**config.mk**
```make
export PLATFORM = sky130hd
export DESIGN_NAME = fpu_tag_pipe_flat
export DESIGN_NICKNAME = d
export VERILOG_FILES = /design/src/rtl/fpu_tag_pipe_if.sv /design/src/rtl/fpu_tag_pipe.sv /design/src/flat_wrapper.sv
export SDC_FILE = /design/constraint.sdc
export NUM_CORES = 1
export LEC_CHECK = 0
export CAP_MARGIN = 10
export CELL_PAD_IN_SITES_DETAIL_PLACEMENT = 0
export CELL_PAD_IN_SITES_GLOBAL_PLACEMENT = 1
export CORE_MARGIN = 1.5
export CORE_UTILIZATION = 35
export DETAILED_ROUTE_END_ITERATION = 16
export GPL_TIMING_DRIVEN = 0
export PLACE_DENSITY = 0.77
export SETUP_SLACK_MARGIN = 0.1
export SYNTH_ARGS = -nofsm -noshare
export SYNTH_HDL_FRONTEND = slang
export SYNTH_SLANG_ARGS = --single-unit
export TNS_END_PERCENT = 100
```
**constraint.sdc**
```tcl
create_clock -name clk -period 2 [get_ports clk]
set_clock_uncertainty 0.1 [all_clocks]
set_input_delay 0.4 -clock clk [delete_from_list [all_inputs] [get_ports clk]]
set_output_delay 0.4 -clock clk [all_outputs]
set_load 0.1 [all_outputs]
```
**src/rtl/fpu_tag_pipe_if.sv**
```systemverilog
// fpu_tag_pipe_if: issue handshake and tag/writeback outputs of the FP tag pipeline
interface fpu_tag_pipe_if #(
    parameter int TAG_W = 5
);
    logic             issue_valid;
    logic [TAG_W-1:0] issue_fd;
    logic             issue_kind;
    logic             stallD;
    logic             issue_ready;
    logic [TAG_W-1:0] Cfd;
    logic [TAG_W-1:0] Afd;
    logic [TAG_W-1:0] Ofd;
    logic             wb_valid;
    logic [TAG_W-1:0] wb_fd;
    logic [2:0]       occupancy;

    modport master (
        output issue_valid, issue_fd, issue_kind, stallD,
        input  issue_ready, Cfd, Afd, Ofd, wb_valid, wb_fd, occupancy
    );

    modport slave (
        input  issue_valid, issue_fd, issue_kind, stallD,
        output issue_ready, Cfd, Afd, Ofd, wb_valid, wb_fd, occupancy
    );
endinterface

```
**src/rtl/fpu_tag_pipe.sv**
```systemverilog
// fpu_tag_pipe: tracks FP destination tags through stages C, A, O (multi-cycle MUL) and W
module fpu_tag_pipe #(
    parameter int MUL_LAT = 4,
    parameter int TAG_W   = 5
) (
    input  logic          clk,
    input  logic          rst_n,
    fpu_tag_pipe_if.slave bus
);
    localparam int CW = $clog2(MUL_LAT);
    localparam logic [CW-1:0] CNT_MAX = CW'(MUL_LAT - 1);

    typedef struct packed {
        logic             vld;
        logic [TAG_W-1:0] fd;
        logic             kind;
    } stage_t;

    stage_t           c_q, c_d, a_q, a_d, o_q, o_d;
    logic             w_vld_q, w_vld_d;
    logic [TAG_W-1:0] w_fd_q, w_fd_d;
    logic [CW-1:0]    cnt_q, cnt_d;
    logic             o_done, o_accept, a_accept, c_accept, fire;

    // Backward-propagating accept chain: a stage may load when empty or when its occupant moves on
    always_comb begin
        o_done   = o_q.vld & (~o_q.kind | (cnt_q == CNT_MAX));
        o_accept = ~o_q.vld | o_done;
        a_accept = ~a_q.vld | o_accept;
        c_accept = ~c_q.vld | a_accept;
        fire     = bus.issue_valid & ~bus.stallD & c_accept;
    end

    // Next state: shift entries forward in order; C takes a bubble when it advances without a new issue
    always_comb begin
        c_d     = c_q;
        a_d     = a_q;
        o_d     = o_q;
        cnt_d   = cnt_q;
        w_vld_d = o_done;
        w_fd_d  = o_done ? o_q.fd : '0;
        if (fire) begin
            c_d.vld  = 1'b1;
            c_d.fd   = bus.issue_fd;
            c_d.kind = bus.issue_kind;
        end else if (a_accept) begin
            c_d = '0;
        end
        if (a_accept)
            a_d = c_q;
        if (o_accept) begin
            o_d   = a_q;
            cnt_d = '0;
        end else if (o_q.vld && o_q.kind && cnt_q != CNT_MAX) begin
            cnt_d = cnt_q + CW'(1);
        end
    end

    // Pipeline registers; asynchronous reset discards every in-flight entry
    always_ff @(posedge clk or negedge rst_n) begin
        if (!rst_n) begin
            c_q     <= '0;
            a_q     <= '0;
            o_q     <= '0;
            cnt_q   <= '0;
            w_vld_q <= 1'b0;
            w_fd_q  <= '0;
        end else begin
            c_q     <= c_d;
            a_q     <= a_d;
            o_q     <= o_d;
            cnt_q   <= cnt_d;
            w_vld_q <= w_vld_d;
            w_fd_q  <= w_fd_d;
        end
    end

    // Tags are gated by valid so an empty stage reports no dependency
    assign bus.issue_ready = c_accept;
    assign bus.Cfd         = c_q.vld ? c_q.fd : '0;
    assign bus.Afd         = a_q.vld ? a_q.fd : '0;
    assign bus.Ofd         = o_q.vld ? o_q.fd : '0;
    assign bus.wb_valid    = w_vld_q;
    assign bus.wb_fd       = w_vld_q ? w_fd_q : '0;
    assign bus.occupancy   = {2'b00, c_q.vld} + {2'b00, a_q.vld} + {2'b00, o_q.vld} + {2'b00, w_vld_q};
endmodule

```
**src/flat_wrapper.sv**
```systemverilog
// flat-port wrapper written by rule: the top's interface ports become plain ports
module fpu_tag_pipe_flat 
#(
    parameter int MUL_LAT = 4,
    parameter int TAG_W   = 5
)
  (clk, rst_n, bus_issue_valid, bus_issue_fd, bus_issue_kind, bus_stallD, bus_issue_ready, bus_Cfd, bus_Afd, bus_Ofd, bus_wb_valid, bus_wb_fd, bus_occupancy);
  fpu_tag_pipe_if #(.TAG_W(TAG_W)) bus_i ();
  input  logic clk;
  input  logic rst_n;
  input wire logic [$bits(bus_i.issue_valid)-1:0] bus_issue_valid;
  input wire logic [$bits(bus_i.issue_fd)-1:0] bus_issue_fd;
  input wire logic [$bits(bus_i.issue_kind)-1:0] bus_issue_kind;
  input wire logic [$bits(bus_i.stallD)-1:0] bus_stallD;
  output wire logic [$bits(bus_i.issue_ready)-1:0] bus_issue_ready;
  output wire logic [$bits(bus_i.Cfd)-1:0] bus_Cfd;
  output wire logic [$bits(bus_i.Afd)-1:0] bus_Afd;
  output wire logic [$bits(bus_i.Ofd)-1:0] bus_Ofd;
  output wire logic [$bits(bus_i.wb_valid)-1:0] bus_wb_valid;
  output wire logic [$bits(bus_i.wb_fd)-1:0] bus_wb_fd;
  output wire logic [$bits(bus_i.occupancy)-1:0] bus_occupancy;
  assign bus_i.issue_valid = bus_issue_valid;
  assign bus_i.issue_fd = bus_issue_fd;
  assign bus_i.issue_kind = bus_issue_kind;
  assign bus_i.stallD = bus_stallD;
  assign bus_issue_ready = bus_i.issue_ready;
  assign bus_Cfd = bus_i.Cfd;
  assign bus_Afd = bus_i.Afd;
  assign bus_Ofd = bus_i.Ofd;
  assign bus_wb_valid = bus_i.wb_valid;
  assign bus_wb_fd = bus_i.wb_fd;
  assign bus_occupancy = bus_i.occupancy;
  fpu_tag_pipe #(.MUL_LAT(MUL_LAT), .TAG_W(TAG_W)) u_core (.clk(clk), .rst_n(rst_n), .bus(bus_i));
endmodule
```
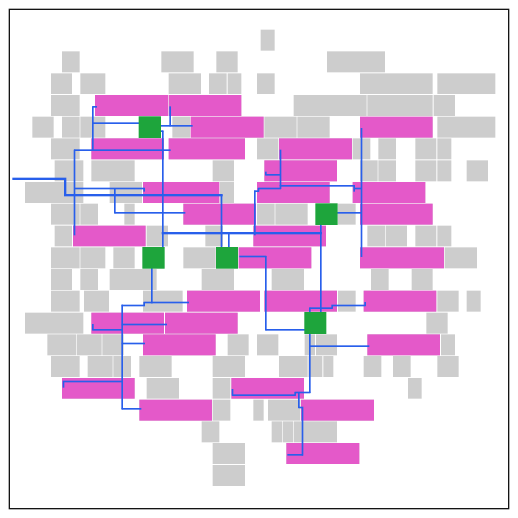
clock_wires.png
Scale: 8 px per um.
Key: flip-flops = magenta [count 29]; clock wires = blue [length 316 um]; clock-net drivers = green [count 5]
There are 6 routed clock nets.
portion of total power attributed to the clock network: 26.3%
Clock group: 0.343 mW
Worst-Skew Late Latency: 0.31 ns

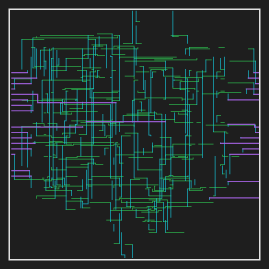
layers.png
Scale: 4 px per um.
Key: M1 = green [wire length 988 um]; M2 = cyan [wire length 1,010 um]; M3 = purple [wire length 194 um]
final routed wire length divided by cell count: 11.8 um
Routed Wire Length: 2190 um
detailed-route via count: 824
global routing usage summed across all routing layers: 12.6%

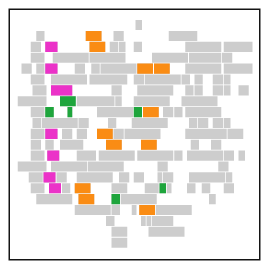
gates.png
Scale: 4 px per um.
Key: non-inverting ao/oa cells = magenta [cells 7]; mux cells = orange [cells 11]; nand cells = green [cells 6]
most frequently placed logic cell in the final layout: sky130_fd_sc_hd__dfrtp_1
number of non-filler instances in the completed layout: 185

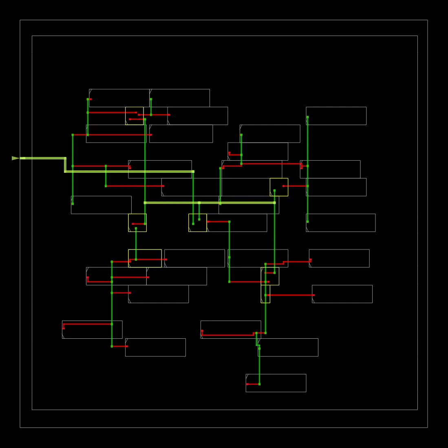
clock_nets.png
number of clock sinks: 29
number of clock-tree buffers in the layout: 7
total CTS buffers: 5
number of sequential cells in the layout: 29

==> notes.md <==
Here are the numbers from the latest Yosys + OpenROAD run.

The run finished, with violations left. The checks that failed: hold timing, setup timing. Sequential cells make up 41.3% of the cell area. The remaining design rule violation count came out at 0. The total global routing overflow is 0. The quantity of hold-fixing buffers added after cts is 0. Once detail routing completed, the nets flagged for antenna violations numbered 0. The number of ordinary inverters in the final layout is 2. 0 antenna diodes ended up in the layout. The layout multi-input combinational cell count came out at 59. The number of H-tree levels came out at 2.

The internal power of the cells totals 0.895 mW. The total core area came out at 3360 um^2. Among all flip-flop cells after synthesis, the most frequent one is sky130_fd_sc_hd__dfrtp_1.

The largest stage delay on the critical path came out at 0.45 ns. Per the CTS log, the root buffer master is sky130_fd_sc_hd__clkbuf_4. The critical-path maximum fanout came out at 4.

The first TritonRoute pass finished after 4 iterations. The last timing report of the flow puts the setup violation total at 3. The static leakage is 0.891 nW. The register share of total power came out at 49.0%. The area fraction in xor and xnor cells is 0%. The relative slew slack is 58.9%. The number of instances in the synthesized netlist came out at 91. The share of synthesized registers carrying an async set or reset is 100%.

The floorplan utilization is 36.5%. The share of final-layout standard cells stronger than drive strength 1 came out at 48.2%. The floorplan step set the die width to 62.3 um. The standard-cell row count came out at 21. The stage-log warning count came out at 29.

The tally of filler cells in the layout came out at 330. Non-clock buffers make up 22.0% of the layout cell area. The die area is 3880 um^2. The area growth from synthesis to layout came out at 44.1%. By area, the combinational part of the netlist is dominated by simple AND/OR/NAND/NOR gates. The required time reported for the critical path endpoint came out at 1.50 ns.

Per the synthesis report, the AND-OR/OR-AND share of the synthesized area is 7.43%. The power report puts the net switching power at 0.408 mW. The area used by sequential logic in the layout came out at 732 um^2. The combinational group share of total power came out at 24.7%.

The share of the yosys chip area belonging to registers came out at 59.1%. The routed wirelength on the met1 layer is recorded as 987 um. The multiplexer fraction of the synthesized cell area is 10.1%. The simple-gate share of the synthesized area came out at 17.2%.

The number of antenna violations at the first check in global routing is 0. The area share of fa/ha/maj cells after synthesis came out at 4.68%. Yosys reported a register bit count of 29. The kind of cell with the highest combined delay on the critical path is adder cells.

The switching power share of the total came out at 31.3%. STA classifies the critical path startpoint as a flop. The share of the clock period used by the worst path after layout is 116%. Once placement finished, the instance area stood at 1670 um^2.

The type of the setup path with the least slack is reg -> out. Looking at the VDD voltage map, the peak drop is 0.373 mV. The sum of negative setup slack came out at -0.756 ns.

The via count of the first global-routing pass came out at 834. The number of nets in the finished design is 153. The power consumed by combinational cells came out at 0.321 mW.

The net count of the mapped netlist came out at 105. The number of placed instances, taps included came out at 171. Summed over all nets, wire length on met3 after detailed routing comes to 194 um. The number of max-cap violations is 0.

The routability congestion estimate from global placement is 0.661. The largest share of the power goes to registers. The buffer-and-inverter tally for the worst setup path is 1. After layout, the minimum clock period comes to 2.32 ns. Hold timing on the final database bottoms out at a slack of -0.00596 ns. 35 I/O pins were placed. Logged for this run, the post-placement worst setup slack is -0.998 ns. The tally of unique sky130hd cells used after synthesis is 17. The total of warnings raised by yosys is 0. The most common cell type on the critical path is sky130_fd_sc_hd__ha_4. The critical path data arrival time came out at 1.82 ns.

Setup repair after global routing could not meet its margin everywhere. The timing report shows that the slowest cell on the worst path is sky130_fd_sc_hd__dfrtp_2. The die extent in y is 62.3 um. The number of tapcells came out at 46. The cell sequence reported for the critical path is ha_4, fa_2, ha_4, buf_12. For this run the detailed placement stage logged an HPWL of 1530 um. The via count normalized by instance count is 4.45. The fraction of standard cell area in multi-input logic is 29.8%.

The registers reported with the highest flop counts are u_core.a_q x7, u_core.c_q x7, u_core.o_q x7. The number of max-slew violations in the final report came out at 0. TritonCTS built the clock tree. In this run, synthesis inferred 0 flip-flops with an integrated enable. The chip area from the yosys synthesis statistics is 1230 um^2. The path class of the tightest hold or removal check is in -> async.

Per the final timing report, the hold violations number 6. The power per standard cell area came out at 736 nW/um^2. The first global-routing pass estimated 3870 um of wire. The post-synthesis instance area is 1230 um^2. The final timing report gives a worst setup slack of -0.320 ns. The worst setup path is captured at a primary output. Per the detail_route log, met2 wirelength is 1010 um.

The biggest slice of the area belongs to flip-flops and latches. The maximum clock path buffer count is 2. Looking at the worst setup and hold paths, the clock pins of their registers show a slew of 0.09 ns. Total power for the finished layout comes to 1.30 mW. The yosys stat cell total came out at 91. In this build the clock could be raised as far as 431 MHz. The placement report lists the number of port buffers as 34. The pin closest to its max-slew limit shows a slew of 0.617 ns. Leaving out fill and tap cells, the most frequent cells in the layout are sky130_fd_sc_hd__dfrtp_1, sky130_fd_sc_hd__and2_1, sky130_fd_sc_hd__clkbuf_4.
metal layers:
metal  global-route usage, %  up-vias
met5                       0        -
li1                        -      407
met4                    4.17        0
met1                    16.4      384
met2                    19.6       33
met3                    4.71        0
worst paths after layout:
kind                                             to  slack (ns)             from  depth (start not counted)
worst max-delay path               bus_occupancy[1]       -0.32    u_core.a_q[6]                          4
worst min-delay path                u_core.cnt_q[1]      -0.006            rst_n                          1
worst max register to register        u_core.a_q[3]        0.31  u_core.cnt_q[0]                          5
worst min register to register      u_core.cnt_q[0]        0.34  u_core.cnt_q[0]                          1
max in group asynchronous       u_core.bus.wb_valid        1.34            rst_n                          1
min in group clk                    u_core.cnt_q[0]        0.34  u_core.cnt_q[0]                          1
synth_stat cells (2+ instances only):
| cell | number | area (um^2) |
|---|---|---|
| sky130_fd_sc_hd__nand2b_1 | 3 | 18.8 |
| sky130_fd_sc_hd__dfrtp_1 | 29 | 726 |
| sky130_fd_sc_hd__nand2_1 | 2 | 7.51 |
| sky130_fd_sc_hd__nor2_1 | 2 | 7.51 |
| sky130_fd_sc_hd__and2_1 | 25 | 156 |
| sky130_fd_sc_hd__mux2_2 | 11 | 124 |
| sky130_fd_sc_hd__a22o_1 | 6 | 52.6 |
| sky130_fd_sc_hd__ha_1 | 3 | 37.5 |
| sky130_fd_sc_hd__inv_1 | 2 | 7.51 |
what timing repair did:
action | CTS | global route
gates resized | 152 | 9
endpoints found under the hold margin | 0 | 0
endpoints found under the setup margin | 25 | 10
pin swaps | 3 | 3
setup buffers | 6 | 1
cells by family (layout without fill, tap and decap cells):
kind of cell	count (synthesis)	after routing
compound gates	9	9
fa+ha+maj	4	4
simple gates	35	35
flops	29	29
mux	11	11
buf+inv	3	51
No activity file was given, so power comes from the tool's default toggle rates.
